Fig. 1: run 1, clock distribution
The bar under the picture is 20 um long.
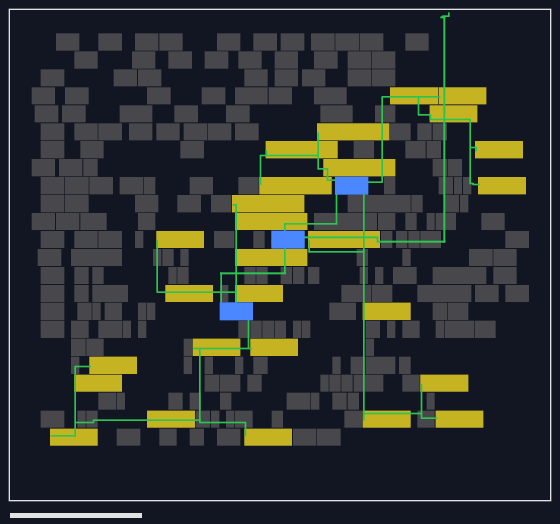
Fig. 2: run 1, nets reached from selected ports
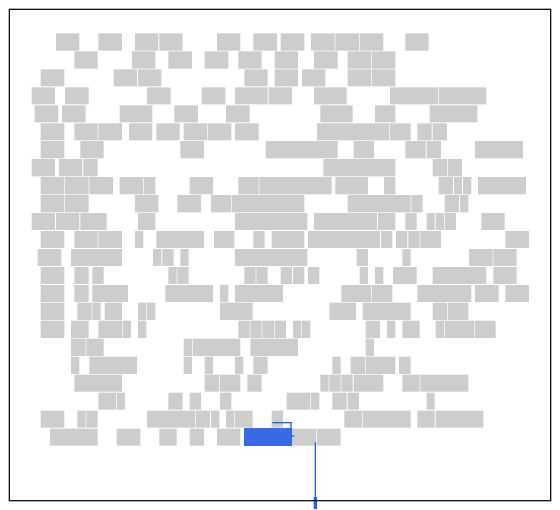
Fig. 3: run 1, wiring by layer
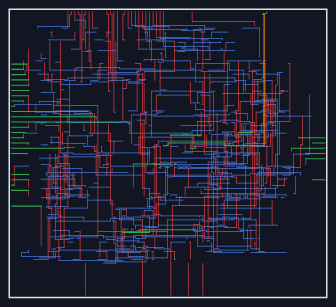
Fig. 4: run 1, logic cells by family
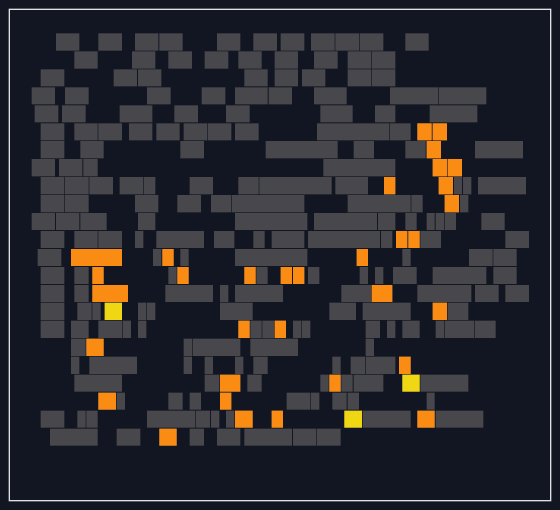
==> src/rtl/gray_conv_sched.sv <==
// Shared binary/Gray conversion engine behind a round-robin scheduler.
// Bin->Gray finishes in one cycle; Gray->bin resolves one bit per cycle, MSB first.
module gray_conv_sched #(
  parameter int WIDTH = 8,
  parameter int NREQ  = 4,
  parameter int IDW   = 2
) (
  input  logic                    clk,
  input  logic                    rst,
  input  logic [NREQ-1:0]         req_valid,
  input  logic [NREQ-1:0]         req_mode,
  input  logic [NREQ*WIDTH-1:0]   req_data,
  output logic [NREQ-1:0]         req_ready,
  output logic                    rsp_valid,
  input  logic                    rsp_ready,
  output logic [WIDTH-1:0]        rsp_data,
  output logic [IDW-1:0]          rsp_id,
  output logic                    rsp_mode,
  output logic                    busy
);

  localparam int CW = $clog2(WIDTH);

  typedef enum logic [1:0] {IDLE, SERIAL, RESP} state_t;

  state_t           state;
  logic [IDW-1:0]   ptr;
  logic [CW-1:0]    cnt;
  logic [WIDTH-1:0] gop;

  logic             found;
  logic [IDW-1:0]   gidx;
  logic [IDW-1:0]   cand;
  logic [WIDTH-1:0] sel_data;
  logic             sel_mode;
  logic             accept;

  function automatic logic [WIDTH-1:0] bin2gray(input logic [WIDTH-1:0] b);
    return b ^ (b >> 1);
  endfunction

  // Rotating priority search, starting just after the last requester served.
  always_comb begin
    found = 1'b0;
    gidx  = '0;
    cand  = '0;
    for (int j = 1; j <= NREQ; j++) begin
      cand = IDW'((int'(ptr) + j) % NREQ);
      if (!found && req_valid[cand]) begin
        found = 1'b1;
        gidx  = cand;
      end
    end
  end

  always_comb begin
    req_ready = '0;
    if (state == IDLE && found) req_ready[gidx] = 1'b1;
  end

  assign accept = (state == IDLE) && found;

  always_comb begin
    sel_data = '0;
    sel_mode = 1'b0;
    for (int i = 0; i < NREQ; i++) begin
      if (gidx == IDW'(i)) begin
        sel_data = req_data[i*WIDTH +: WIDTH];
        sel_mode = req_mode[i];
      end
    end
  end

  // Gray operand is only needed while the serial chain walks down the bits.
  always_ff @(posedge clk) begin
    if (accept) gop <= sel_data;
  end

  always_ff @(posedge clk) begin
    if (rst) begin
      state     <= IDLE;
      rsp_valid <= 1'b0;
      rsp_data  <= '0;
      rsp_id    <= '0;
      rsp_mode  <= 1'b0;
      ptr       <= IDW'(NREQ - 1);
      cnt       <= '0;
    end else begin
      case (state)
        IDLE: begin
          if (accept) begin
            ptr      <= gidx;
            rsp_id   <= gidx;
            rsp_mode <= sel_mode;
            if (!sel_mode) begin
              rsp_data  <= bin2gray(sel_data);
              rsp_valid <= 1'b1;
              state     <= RESP;
            end else begin
              rsp_data <= {sel_data[WIDTH-1], {(WIDTH-1){1'b0}}};
              cnt      <= CW'(WIDTH - 2);
              state    <= SERIAL;
            end
          end
        end
        SERIAL: begin
          rsp_data[cnt] <= rsp_data[cnt + 1'b1] ^ gop[cnt];
          if (cnt == '0) begin
            state     <= RESP;
            rsp_valid <= 1'b1;
          end else begin
            cnt <= cnt - 1'b1;
          end
        end
        RESP: begin
          if (rsp_ready) begin
            state     <= IDLE;
            rsp_valid <= 1'b0;
          end
        end
        default: state <= IDLE;
      endcase
    end
  end

  assign busy = (state != IDLE);

endmodule
==> config.mk <==
export PLATFORM = sky130hd
export DESIGN_NAME = gray_conv_sched
export DESIGN_NICKNAME = d
export VERILOG_FILES = /design/src/rtl/gray_conv_sched.sv
export SDC_FILE = /design/constraint.sdc
export NUM_CORES = 1
export LEC_CHECK = 0
export ABC_CLOCK_PERIOD_IN_PS = 7920
export CELL_PAD_IN_SITES_DETAIL_PLACEMENT = 0
export CELL_PAD_IN_SITES_GLOBAL_PLACEMENT = 1
export CORE_ASPECT_RATIO = 0.9
export CORE_MARGIN = 3
export CORE_UTILIZATION = 35
export DETAILED_ROUTE_END_ITERATION = 8
export GPL_ROUTABILITY_DRIVEN = 0
export PLACE_DENSITY_LB_ADDON = 0.1
export SLEW_MARGIN = 20
export SYNTH_ARGS = -nofsm -noshare
export SYNTH_HDL_FRONTEND = slang
export SYNTH_SLANG_ARGS = --single-unit
==> constraint.sdc <==
create_clock -name clk -period 7.92 [get_ports clk]
set_clock_uncertainty 0.2 [all_clocks]
set_input_delay 0.792 -clock clk [delete_from_list [all_inputs] [get_ports clk]]
set_output_delay 0.792 -clock clk [all_outputs]
set_load 0.05 [all_outputs]
==> results.json, run 1 <==
{
  "p_comb_share_pct": 64.0,
  "buf_share_pct": 24.0,
  "grt_pass1_wl_mm": 7.05,
  "top_cell_area_share_pct": 21.0,
  "layout.area.comb_um2": 1110,
  "fin_crit_ns": 4.60,
  "yosysChipArea_um2": 1810,
  "drt_wl_total_mm": 4.46,
  "fmax_mhz": 217,
  "comb_cells": 148,
  "post_cts_resized": 0,
  "drtIter0Drc": 53,
  "cts_inserted_buffers": 3,
  "ys_types": 41,
  "setup_viol": 0,
  "wirelength_met1_mm": 2.16,
  "pg_seq_mw": 0.276,
  "largest_class": "multi-input combinational cells",
  "mux_area_share_pct": 22.9,
  "buffers": 59,
  "tightest_slew_ns": 0.906,
  "seq_power_share_pct": 28.1,
  "grt.met2_usage_pct": 23.4,
  "grt.overflow.total": 0,
  "min_from": "rsp_id[1]",
  "rrSetupSlack_ns": 5.04,
  "drt-vias-per-instance": 5.16,
  "outcome": "finished, final reports clean",
  "yosys-top-cells-area": "dfxtp_1, mux2i_1, edfxtp_1",
  "ys_seq_share_pct": 34.3,
  "dieHeight_um": 74.2,
  "post_drt_wl_per_cell_um": 14.5,
  "syn_inst": 190,
  "rsz0062_at_grt": "false",
  "seq_share_pct": 25.2,
  "worstSetupStartpoint": "req_valid[3]",
  "synth.largest_area_cell": "dfxtp_1",
  "met2_length_mm": 2.01,
  "cpPeakStageDelay_ns": 0.83,
  "grt_max_degree": 23,
  "clockBufferDepth": 2,
  "netlist_area_um2": 1810,
  "diodes": 0,
  "top_cell": "mux2i_1",
  "cts_tree": "built",
  "drv_cap": 0,
  "synth-edff-count": 8,
  "slowest_stage": "clkdlybuf4s50_1",
  "cts.clk_slew.worst_paths_ns": 0.09,
  "clock_area_share_pct": 1.83,
  "syn2layout_area_growth_pct": 36.2,
  "pg_clk_mw": 0.0775,
  "clkbuf_count": 4,
  "postCtsHoldBufs": 0,
  "ys_cells": 190,
  "crit_path_frequent_cell": "nand2_1",
  "die_w_um": 81.8,
  "lay_top_count": "clkdlybuf4s50_1",
  "critPathMaxFanout": 18,
  "simple_gate_area_share_pct": 18.6,
  "report.final.slew_viol_count": 0,
  "drive_above_1_share_pct": 6.20,
  "n_tap_cell": 65,
  "xor_share_pct": 4.36,
  "dp_hpwl_mm": 3.44,
  "fp_util_pct": 36.7
}
About Fig. 1:
[green] clock wires | length: 349 um
[yellow] flip-flops | count: 27
[blue] cells driving clock nets | count: 3
routed clock nets: 4

About Fig. 2:
| color | port | bits | direction | edge | end cells | wire |
|---|---|---|---|---|---|---|
| blue | `rsp_valid` | 1 | output | bottom | 1 | 13.6 um |

About Fig. 3:
| color | layer | wire length |
|---|---|---|
| orange | met4 | 34.0 um |
| red | met2 | 2,010 um |
| green | met3 | 257 um |
| blue | met1 | 2,160 um |

About Fig. 4:
| color | family | cells |
|---|---|---|
| yellow | AND-OR and OR-AND gates | 3 |
| orange | inverting AOI/OAI gates | 33 |

run 1: worst max-delay path by stage:
stage / to / slack, ns
after floorplan: req_ready[1] / 4.14
after global placement: req_ready[2] / 3.34
after detailed placement: req_ready[2] / 3.27
after CTS: req_ready[2] / 3.28
after global routing: req_ready[2] / 3.00
final: req_ready[2] / 3.32
run 1: per-stage QoR:
step | hold WS (ns) | worst slack [ns] | cell area (um^2) | cells
after global placement | 0.253 | 3.34 | 2420 | 303
after global routing | 0.281 | 3.00 | 2460 | 307
after detailed placement | 0.251 | 3.27 | 2420 | 303
after floorplan | 0.305 | 4.14 | 1810 | 190
after CTS | 0.265 | 3.28 | 2460 | 307
final | 0.262 | 3.32 | 2460 | 307
==> run 1 -> run 2 <==
ABC_CLOCK_PERIOD_IN_PS = 4500   (was 7920)
CORE_UTILIZATION = 34   (was 35)
clock period = 4.5 ns   (was 7.92 ns; I/O delays follow)
Fig. 5: run 2, clock distribution
The bar under the picture is 20 um long.
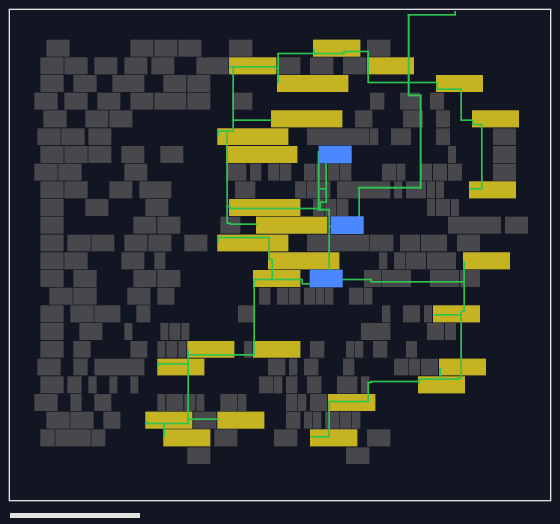
[yellow] flip-flops | count: 27
[blue] cells driving clock nets | count: 3
[green] clock wires | length: 377 um
routed clock nets: 4

Fig. 6: run 2, nets reached from selected ports
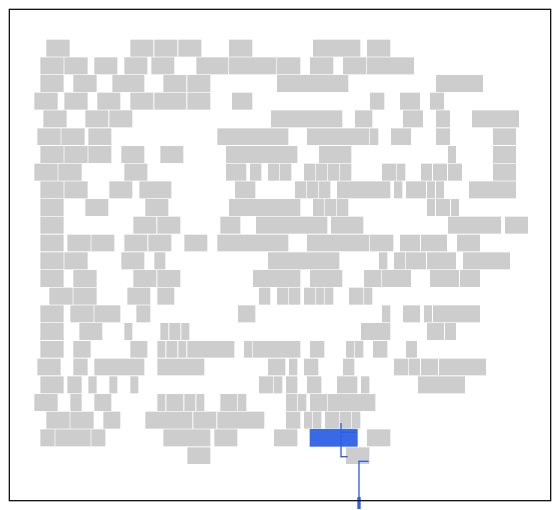
| color | port | bits | direction | edge | end cells | wire |
|---|---|---|---|---|---|---|
| blue | `rsp_valid` | 1 | output | bottom | 1 | 15.3 um |

Fig. 7: run 2, wiring by layer
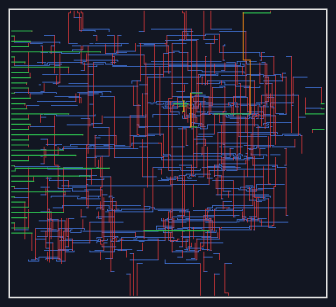
| color | layer | wire length |
|---|---|---|
| blue | met1 | 2,240 um |
| orange | met4 | 39.9 um |
| green | met3 | 336 um |
| red | met2 | 1,870 um |

==> results.json, run 2 <==
{
  "post_drt_wl_per_cell_um": 14.5,
  "setup_slack_ns": 0.899,
  "tightest_slew_ns": 0.745,
  "largest_class": "multi-input combinational cells",
  "post_cts_resized": 0,
  "syn_inst": 190,
  "drt_wl_total_mm": 4.49,
  "layout.area.comb_um2": 1110,
  "drive_above_1_share_pct": 7.76,
  "synth-edff-count": 8,
  "lay_top_count": "clkdlybuf4s50_1",
  "dp_hpwl_mm": 3.46,
  "top_cell_area_share_pct": 21.0,
  "cpPeakStageDelay_ns": 0.81,
  "placed_cell_area_um2": 2440,
  "n_tap_cell": 65,
  "diodes": 0,
  "yosys-top-cells-area": "dfxtp_1, mux2i_1, edfxtp_1",
  "outcome": "finished, final reports clean",
  "grt_max_degree": 23,
  "stdcell_count": 310,
  "top_cell": "mux2i_1",
  "ys_seq_share_pct": 34.3,
  "fmax_mhz": 278,
  "buf_share_pct": 24.6,
  "ys_types": 41,
  "die_w_um": 82.9,
  "mux_area_share_pct": 22.9,
  "crit_path_frequent_cell": "nand2_1",
  "fp_util_pct": 36.3,
  "clock_area_share_pct": 1.86,
  "drv_cap": 0,
  "worstSetupStartpoint": "req_valid[3]",
  "yosysChipArea_um2": 1810,
  "comb_cells": 148,
  "critPathMaxFanout": 17,
  "whs_ns": 0.286,
  "synth.largest_area_cell": "dfxtp_1",
  "dieHeight_um": 75.2,
  "grt_pass1_wl_mm": 7.04,
  "rrSetupSlack_ns": 1.57,
  "clkbuf_count": 3,
  "simple_gate_area_share_pct": 18.6,
  "cts.clk_slew.worst_paths_ns": 0.10,
  "netlist_area_um2": 1810,
  "crit_path_end": "req_ready[2]",
  "preCtsSetupSlack_ns": 0.893,
  "seq_share_pct": 24.9,
  "syn2layout_area_growth_pct": 37.5,
  "postCtsHoldBufs": 0,
  "drt-vias-per-instance": 5.05,
  "dp_cells": 306,
  "report.final.slew_viol_count": 0,
  "slowest_stage": "clkdlybuf4s50_1",
  "clockBufferDepth": 2
}
[run 2: cell counts after synthesis]
No cell type changed its count.
[run 2: per-layer routing]
metal	GRT usage (%)	share of wire [%]	up-vias	wire length [um]
met5	0	0	-	0
met4	3.27	0.87	0	39
met3	3.50	7.5	6	336
met2	21.9	42	56	1870
met1	19.4	50	692	2240
li1	-	-	810	-
[run 2: power breakdown]
group	total [mW]	internal (mW)	switching, mW
Clock	0.142	0.0622	0.0799
Combinational	1.13	0.453	0.674
Sequential	0.481	0.382	0.0994
[run 2: critical path: cells and delay by family]
family | cells | cell delay (ns)
buffers and inverters | 3 | 1.70
AND/OR/NAND/NOR | 5 | 0.79
Power and IR drop assume default switching activity.
